==> config.mk <==
export PLATFORM = sky130hd
export DESIGN_NAME = iiq_flat
export DESIGN_NICKNAME = d
export VERILOG_FILES = /design/src/rtl/iiq_if.sv /design/src/rtl/iiq.sv /design/src/flat_wrapper.sv
export SDC_FILE = /design/constraint.sdc
export NUM_CORES = 2
export LEC_CHECK = 0
export CAP_MARGIN = 10
export CORE_ASPECT_RATIO = 0.9
export CORE_MARGIN = 3
export CORE_UTILIZATION = 40
export DETAILED_ROUTE_END_ITERATION = 12
export GPL_ROUTABILITY_DRIVEN = 1
export PLACE_DENSITY_LB_ADDON = 0.1
export SYNTH_ARGS = -nofsm -noshare
export SYNTH_HDL_FRONTEND = slang
export SYNTH_SLANG_ARGS = --single-unit
export TNS_END_PERCENT = 50
==> constraint.sdc <==
create_clock -name clk -period 12.38 [get_ports clk]
set_clock_uncertainty 0.2 [all_clocks]
set_input_delay 1.857 -clock clk [delete_from_list [all_inputs] [get_ports clk]]
set_output_delay 1.857 -clock clk [all_outputs]
set_load 0.05 [all_outputs]
==> src/rtl/iiq_if.sv <==
// Integer issue queue: shared entry type and the handshake/bus interface.
// The ROB tag width comes from `ROB_ID_WIDTH; it falls back to 6 when the
// surrounding build does not define it.

`ifndef ROB_ID_WIDTH
`define ROB_ID_WIDTH 6
`endif

package iiq_pkg;

   localparam int IIQ_ROB_ID_W = `ROB_ID_WIDTH;

   // One queued ALU instruction with its two source operands.
   typedef struct packed {
      logic                    src1_valid;
      logic [IIQ_ROB_ID_W-1:0] src1_rob_id;
      logic                    src1_ready;
      logic [31:0]             src1_data;
      logic                    src2_valid;
      logic [IIQ_ROB_ID_W-1:0] src2_rob_id;
      logic                    src2_ready;
      logic [31:0]             src2_data;
      logic                    dst_valid;
      logic [IIQ_ROB_ID_W-1:0] instr_rob_id;
      logic [3:0]              alu_ctrl;
      logic [31:0]             pc;
      logic                    br_pred_taken;
   } iiq_entry_t;

endpackage

// Dispatch, issue, wakeup, broadcast and flush signals of the queue.
// master = surrounding pipeline, slave = the queue itself.
interface iiq_if #(
   parameter int ROB_ID_W = iiq_pkg::IIQ_ROB_ID_W
);
   import iiq_pkg::*;

   // dispatch side
   logic                dispatch_ready;
   logic                dispatch_valid;
   iiq_entry_t          dispatch_data;

   // issue side
   logic                alu_issue_ready;
   logic                alu_issue_valid;
   iiq_entry_t          alu_issue_data;

   // internal wakeup produced by the queue on issue
   logic                wakeup_valid;
   logic [ROB_ID_W-1:0] wakeup_rob_id;

   // result broadcasts
   logic                alu_broadcast_valid;
   logic [ROB_ID_W-1:0] alu_broadcast_rob_id;
   logic [31:0]         alu_broadcast_reg_data;
   logic                ld_broadcast_valid;
   logic [ROB_ID_W-1:0] ld_broadcast_rob_id;
   logic [31:0]         ld_broadcast_reg_data;

   // misprediction flush
   logic                flush;

   modport master (
      input  dispatch_ready,
      output dispatch_valid,
      output dispatch_data,
      output alu_issue_ready,
      input  alu_issue_valid,
      input  alu_issue_data,
      input  wakeup_valid,
      input  wakeup_rob_id,
      output alu_broadcast_valid,
      output alu_broadcast_rob_id,
      output alu_broadcast_reg_data,
      output ld_broadcast_valid,
      output ld_broadcast_rob_id,
      output ld_broadcast_reg_data,
      output flush
   );

   modport slave (
      output dispatch_ready,
      input  dispatch_valid,
      input  dispatch_data,
      input  alu_issue_ready,
      output alu_issue_valid,
      output alu_issue_data,
      output wakeup_valid,
      output wakeup_rob_id,
      input  alu_broadcast_valid,
      input  alu_broadcast_rob_id,
      input  alu_broadcast_reg_data,
      input  ld_broadcast_valid,
      input  ld_broadcast_rob_id,
      input  ld_broadcast_reg_data,
      input  flush
   );

endinterface

==> src/rtl/iiq.sv <==
// Integer issue queue. Holds up to N_ENTRIES dispatched ALU instructions,
// tracks operand readiness from internal wakeups and ALU/load broadcasts,
// and issues the oldest ready entry each cycle.
// Age order is kept in an N x N matrix (older_q[i][j] = slot i older than
// slot j), so any pattern of slot reuse keeps exact dispatch order.
// Optional feature: define IIQ_DISPATCH_BYPASS_EN to apply same-cycle
// wakeups/broadcasts to the entry being written by dispatch.

`ifndef ROB_ID_WIDTH
`define ROB_ID_WIDTH 6
`endif

module iiq #(
   parameter int N_ENTRIES = 8,
   parameter int ROB_ID_W  = `ROB_ID_WIDTH
) (
   input  logic  clk,
   input  logic  rst_aL,
   iiq_if.slave  bus
);
   import iiq_pkg::*;

   localparam int IDX_W = (N_ENTRIES > 1) ? $clog2(N_ENTRIES) : 1;
   typedef logic [IDX_W-1:0] idx_t;

   // Entry payload, valid bits and age matrix
   iiq_entry_t                            ent_q [N_ENTRIES];
   iiq_entry_t                            ent_d [N_ENTRIES];
   logic [N_ENTRIES-1:0]                  valid_q, valid_d;
   logic [N_ENTRIES-1:0][N_ENTRIES-1:0]   older_q, older_d;

   // Selection and handshake signals
   logic [N_ENTRIES-1:0] rdy_vec;
   logic [N_ENTRIES-1:0] sel_vec;
   idx_t                 sel_idx;
   idx_t                 free_idx;
   logic                 any_rdy;
   logic                 any_free;
   logic                 dispatch_hs;
   logic                 issue_hs;
   iiq_entry_t           sel_entry;

   // Applies one cycle of tag matches to an entry. The internal wakeup only
   // marks the source ready (the ALU forwards the value); broadcasts also
   // capture data. The ALU broadcast is applied last so its data wins when
   // both broadcasts hit the same source.
   function automatic iiq_entry_t apply_wakeups(
      input iiq_entry_t          e,
      input logic                wk_v,
      input logic [ROB_ID_W-1:0] wk_id,
      input logic                alu_v,
      input logic [ROB_ID_W-1:0] alu_id,
      input logic [31:0]         alu_data,
      input logic                ld_v,
      input logic [ROB_ID_W-1:0] ld_id,
      input logic [31:0]         ld_data
   );
      iiq_entry_t r;
      r = e;
      if (r.src1_valid) begin
         if (wk_v && (r.src1_rob_id == wk_id)) begin
            r.src1_ready = 1'b1;
         end
         if (ld_v && (r.src1_rob_id == ld_id)) begin
            r.src1_ready = 1'b1;
            r.src1_data  = ld_data;
         end
         if (alu_v && (r.src1_rob_id == alu_id)) begin
            r.src1_ready = 1'b1;
            r.src1_data  = alu_data;
         end
      end
      if (r.src2_valid) begin
         if (wk_v && (r.src2_rob_id == wk_id)) begin
            r.src2_ready = 1'b1;
         end
         if (ld_v && (r.src2_rob_id == ld_id)) begin
            r.src2_ready = 1'b1;
            r.src2_data  = ld_data;
         end
         if (alu_v && (r.src2_rob_id == alu_id)) begin
            r.src2_ready = 1'b1;
            r.src2_data  = alu_data;
         end
      end
      return r;
   endfunction

   // Issue readiness per slot: valid and every used source is ready
   always_comb begin
      for (int i = 0; i < N_ENTRIES; i++) begin
         rdy_vec[i] = valid_q[i]
                    && (!ent_q[i].src1_valid || ent_q[i].src1_ready)
                    && (!ent_q[i].src2_valid || ent_q[i].src2_ready);
      end
   end

   // Oldest-ready pick: a ready slot loses if any other ready slot is older
   always_comb begin
      sel_vec = rdy_vec;
      for (int i = 0; i < N_ENTRIES; i++) begin
         for (int j = 0; j < N_ENTRIES; j++) begin
            if (rdy_vec[j] && older_q[j][i]) begin
               sel_vec[i] = 1'b0;
            end
         end
      end
   end

   // Encode the one-hot pick and find the lowest free slot
   always_comb begin
      sel_idx  = '0;
      free_idx = '0;
      for (int i = 0; i < N_ENTRIES; i++) begin
         if (sel_vec[i]) begin
            sel_idx = idx_t'(i);
         end
      end
      for (int i = N_ENTRIES - 1; i >= 0; i--) begin
         if (!valid_q[i]) begin
            free_idx = idx_t'(i);
         end
      end
   end

   assign any_rdy   = |rdy_vec;
   assign any_free  = ~&valid_q;
   assign sel_entry = ent_q[sel_idx];

   // Handshakes; flush suppresses both issue and dispatch for the cycle
   assign dispatch_hs = bus.dispatch_valid && any_free && !bus.flush;
   assign issue_hs    = bus.alu_issue_valid && bus.alu_issue_ready;

   assign bus.dispatch_ready  = any_free;
   assign bus.alu_issue_valid = any_rdy && !bus.flush;
   assign bus.alu_issue_data  = sel_entry;
   assign bus.wakeup_valid    = issue_hs && sel_entry.dst_valid;
   assign bus.wakeup_rob_id   = sel_entry.instr_rob_id;

   // Next state: operand updates, issue free, dispatch write, flush
   // NOTE: every variable gets its hold value first so no path leaves it unassigned (no latch).
   always_comb begin
      valid_d = valid_q;
      older_d = older_q;
      for (int i = 0; i < N_ENTRIES; i++) begin
         ent_d[i] = ent_q[i];
         if (valid_q[i]) begin
            ent_d[i] = apply_wakeups(ent_q[i],
                                     bus.wakeup_valid, bus.wakeup_rob_id,
                                     bus.alu_broadcast_valid, bus.alu_broadcast_rob_id,
                                     bus.alu_broadcast_reg_data,
                                     bus.ld_broadcast_valid, bus.ld_broadcast_rob_id,
                                     bus.ld_broadcast_reg_data);
         end
      end

      if (issue_hs) begin
         valid_d[sel_idx] = 1'b0;
      end

      if (dispatch_hs) begin
         valid_d[free_idx] = 1'b1;
`ifdef IIQ_DISPATCH_BYPASS_EN
         ent_d[free_idx] = apply_wakeups(bus.dispatch_data,
                                         bus.wakeup_valid, bus.wakeup_rob_id,
                                         bus.alu_broadcast_valid, bus.alu_broadcast_rob_id,
                                         bus.alu_broadcast_reg_data,
                                         bus.ld_broadcast_valid, bus.ld_broadcast_rob_id,
                                         bus.ld_broadcast_reg_data);
`else
         ent_d[free_idx] = bus.dispatch_data;
`endif
         // Every other slot becomes older than the new one; the row clear
         // comes last so the new slot is older than nobody (diagonal too).
         for (int i = 0; i < N_ENTRIES; i++) begin
            older_d[i][free_idx] = 1'b1;
         end
         older_d[free_idx] = '0;
      end

      if (bus.flush) begin
         valid_d = '0;
      end
   end

   // Control state: valid bits and age matrix, cleared asynchronously
   // NOTE: sequential state uses <= so every flop samples pre-edge values.
   always_ff @(posedge clk or negedge rst_aL) begin
      if (!rst_aL) begin
         valid_q <= '0;
         older_q <= '0;
      end else begin
         valid_q <= valid_d;
         older_q <= older_d;
      end
   end

   // Entry payload storage
   // NOTE: payload has no reset; it is only observed through valid_q, which is reset.
   always_ff @(posedge clk) begin
      ent_q <= ent_d;
   end

   // The pick is one-hot whenever anything is ready
   a_sel_onehot : assert property (@(posedge clk) disable iff (!rst_aL)
      $onehot0(sel_vec));
   a_sel_exists : assert property (@(posedge clk) disable iff (!rst_aL)
      any_rdy |-> (|sel_vec));

endmodule

==> src/flat_wrapper.sv <==
// flat-port wrapper written by rule: the top's interface ports become plain ports
module iiq_flat import iiq_pkg::*;
#(
   parameter int N_ENTRIES = 8,
   parameter int ROB_ID_W  = `ROB_ID_WIDTH
)
  (clk, rst_aL, bus_dispatch_ready, bus_dispatch_valid, bus_dispatch_data, bus_alu_issue_ready, bus_alu_issue_valid, bus_alu_issue_data, bus_wakeup_valid, bus_wakeup_rob_id, bus_alu_broadcast_valid, bus_alu_broadcast_rob_id, bus_alu_broadcast_reg_data, bus_ld_broadcast_valid, bus_ld_broadcast_rob_id, bus_ld_broadcast_reg_data, bus_flush);
  iiq_if #(.ROB_ID_W(ROB_ID_W)) bus_i ();
  input  logic clk;
  input  logic rst_aL;
  output wire logic [$bits(bus_i.dispatch_ready)-1:0] bus_dispatch_ready;
  input wire logic [$bits(bus_i.dispatch_valid)-1:0] bus_dispatch_valid;
  input wire logic [$bits(bus_i.dispatch_data)-1:0] bus_dispatch_data;
  input wire logic [$bits(bus_i.alu_issue_ready)-1:0] bus_alu_issue_ready;
  output wire logic [$bits(bus_i.alu_issue_valid)-1:0] bus_alu_issue_valid;
  output wire logic [$bits(bus_i.alu_issue_data)-1:0] bus_alu_issue_data;
  output wire logic [$bits(bus_i.wakeup_valid)-1:0] bus_wakeup_valid;
  output wire logic [$bits(bus_i.wakeup_rob_id)-1:0] bus_wakeup_rob_id;
  input wire logic [$bits(bus_i.alu_broadcast_valid)-1:0] bus_alu_broadcast_valid;
  input wire logic [$bits(bus_i.alu_broadcast_rob_id)-1:0] bus_alu_broadcast_rob_id;
  input wire logic [$bits(bus_i.alu_broadcast_reg_data)-1:0] bus_alu_broadcast_reg_data;
  input wire logic [$bits(bus_i.ld_broadcast_valid)-1:0] bus_ld_broadcast_valid;
  input wire logic [$bits(bus_i.ld_broadcast_rob_id)-1:0] bus_ld_broadcast_rob_id;
  input wire logic [$bits(bus_i.ld_broadcast_reg_data)-1:0] bus_ld_broadcast_reg_data;
  input wire logic [$bits(bus_i.flush)-1:0] bus_flush;
  assign bus_dispatch_ready = bus_i.dispatch_ready;
  assign bus_i.dispatch_valid = bus_dispatch_valid;
  assign bus_i.dispatch_data = bus_dispatch_data;
  assign bus_i.alu_issue_ready = bus_alu_issue_ready;
  assign bus_alu_issue_valid = bus_i.alu_issue_valid;
  assign bus_alu_issue_data = bus_i.alu_issue_data;
  assign bus_wakeup_valid = bus_i.wakeup_valid;
  assign bus_wakeup_rob_id = bus_i.wakeup_rob_id;
  assign bus_i.alu_broadcast_valid = bus_alu_broadcast_valid;
  assign bus_i.alu_broadcast_rob_id = bus_alu_broadcast_rob_id;
  assign bus_i.alu_broadcast_reg_data = bus_alu_broadcast_reg_data;
  assign bus_i.ld_broadcast_valid = bus_ld_broadcast_valid;
  assign bus_i.ld_broadcast_rob_id = bus_ld_broadcast_rob_id;
  assign bus_i.ld_broadcast_reg_data = bus_ld_broadcast_reg_data;
  assign bus_i.flush = bus_flush;
  iiq #(.N_ENTRIES(N_ENTRIES), .ROB_ID_W(ROB_ID_W)) u_core (.clk(clk), .rst_aL(rst_aL), .bus(bus_i));
endmodule
clk_routes.png
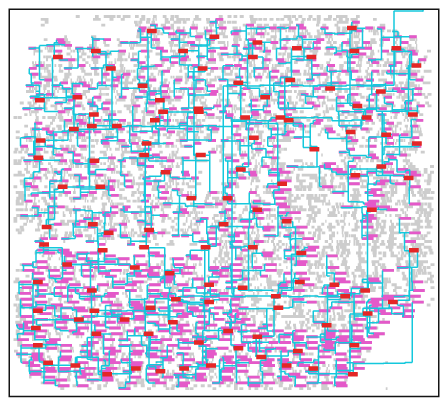
- cyan: clock wires (length 15600 microns)
- magenta: flip-flops (count 1056)
- red: clock drivers (count 119)
- routed clock nets: 120
- flops lie: spread over the die
total clock network power: 3.72 mW
latest clock arrival within the worst-skew pair: 0.77 ns

flops_by_reg.png
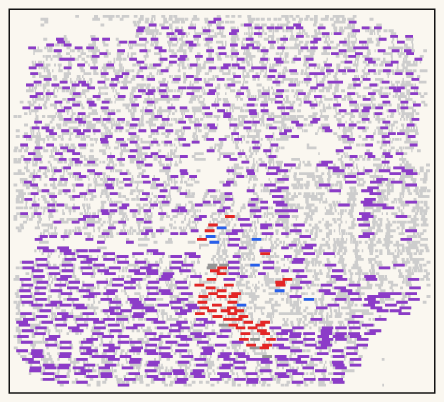
- red: u_core.older_q (sequential cells 49; where south)
- blue: u_core.valid_q (sequential cells 8)
- purple: u_core.ent_q (sequential cells 992; where spread over the die)
- not coloured: 7
core occupancy in the finished layout: 0.4636
flop share of the area: 0.4012
Storage cell area: 0.02611 sq mm
sequential power: 3.89 mW

congestion.png
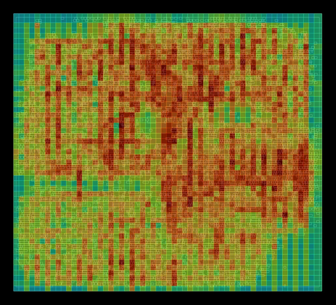
all-layer global routing usage: 0.3167
grt met2 use: 0.4832
GRT met1 Usage: 0.4412

placement_by_type.png
The bar under the picture is 100 microns long.
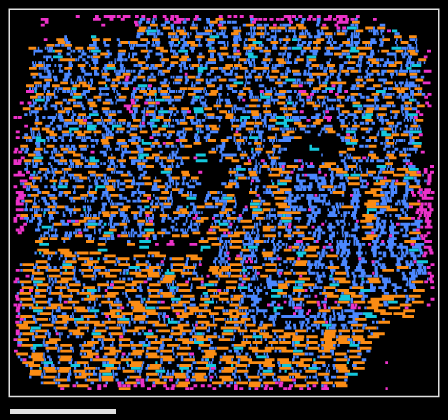
- blue: combinational and other logic (cells 4713; share of their area 45%)
- orange: flops (cells 1056; share of their area 42%)
- cyan: clock drivers and dummy loads (cells 222; share of their area 6.5%)
- magenta: other buffers and delay cells (cells 453; share of their area 6.8%)
area inside the core boundary: 0.1404 sq mm
cell area after layout: 0.06508 sq mm
row count: 130

==> impl_metrics.yaml <==
# yosys + openroad results
worst_setup_path:
  critical_path.most_common_cell: "sky130_fd_sc_hd__buf_4"
  worst-endpoint-arrival_ns: 6.84
  cp_max_stage_cell: "sky130_fd_sc_hd__buf_4"
  critPathKind: "reg -> out"
clock_network:
  clock_tree.buffer_depth: 3
  path_clk_slew_ns: 0.07
  cts_max_level: 3
  tritoncts: "built"
yosys:
  post_synth_main_area_contributors: "sky130_fd_sc_hd__edfxtp_1 24%, sky130_fd_sc_hd__dfxtp_1 19%, sky130_fd_sc_hd__nand2_1 7.5%"
  synthAoiAreaFrac: 0.2020
  mappedNetlistNets: 6716
  netlist.area_leader.share: 0.2449
  mappedNetlistArea_sq_mm: 0.05690
  synth.cellmix.simpleShare: 0.1954
  post-synth-top-count-cell: "sky130_fd_sc_hd__nand2_1"
  synthesis.area_per_instance_sq_um: 8.742
  post_synth_num_cell_types: 73
  post_synth_most_frequent_cells: "1139 x sky130_fd_sc_hd__nand2_1, 670 x sky130_fd_sc_hd__a21oi_1, 562 x sky130_fd_sc_hd__clkbuf_1"
  synth_async_sr_flop_share: 0.06061
  edf_count: 464
  chip_area_line_of_the_yosys_report_sq_mm: 0.05690
sta:
  timing.fmax_ghz: 0.1124
  setup_ws_ns: 3.480
  relSlewSlack: 0.1440
  final_hold_viol_count: 0
routing:
  detailed_routed_wire_length_on_met3_microns: 22700
  post-route-drc-count: 0
  drt_pass1_iterations: 6
placement:
  detailedPlace.worstSlack_ns: 4.436
  place.detailed.instances: 8069
  post-dp-hpwl_microns: 135500
finish:
  synth_to_layout_area_growth_pct: 14.37
  nets: 6550
  final.signal_buffer_count: 453
  final_layout_size_suffix_gt1_frac: 0.06828
  fill_cell_total_of_the_finished_layout: 13420
min_path:
  min-delay-path-class: "reg -> reg"
  hold-path-endpoint: "u_core.older_q[39]"
grt:
  grt_start_max_net_pins: 163
  m3_gr_usage: 0.06778
  grt_pass1_vias: 48020
  antenna_found_initial: 39
power:
  switching_share: 0.2762
  clockPowerShare: 0.428
  irDropWorstVdd_mv: 0.1212
  power_switching_mw: 2.402
status:
  run_status: "complete, no violations"
die:
  floorplan.die_area_sq_mm: 0.1468
run:
  log.warning_count: 45
-- metrics by stage --
step | hold slack [ns] | total power [mW] | utilization
detailed placement | 0.2563 | 5.025 | 0.4341
global route | 0.2888 | 8.949 | 0.4635
CTS | 0.2718 | 8.722 | 0.4632
global placement | 0.2564 | 5.013 | 0.4341
floorplan | 0.2395 | 4.608 | -
finish | 0.2747 | 8.696 | 0.4636
-- critical path: cells and delay by family (launching register included) --
kind                   cells  cell delay, ns
buffers and inverters      4            2.74
AND-OR/OR-AND              3            0.98
flip-flops                 1            0.38
AND/OR/NAND/NOR            6            1.88
-- flip-flops by register name, summed over array words and instances, names as in the netlist, named ones only --
signal	flops
u_core.ent_q	992
u_core.older_q	49
u_core.valid_q	8
No activity file was given, so power comes from the tool's default toggle rates.
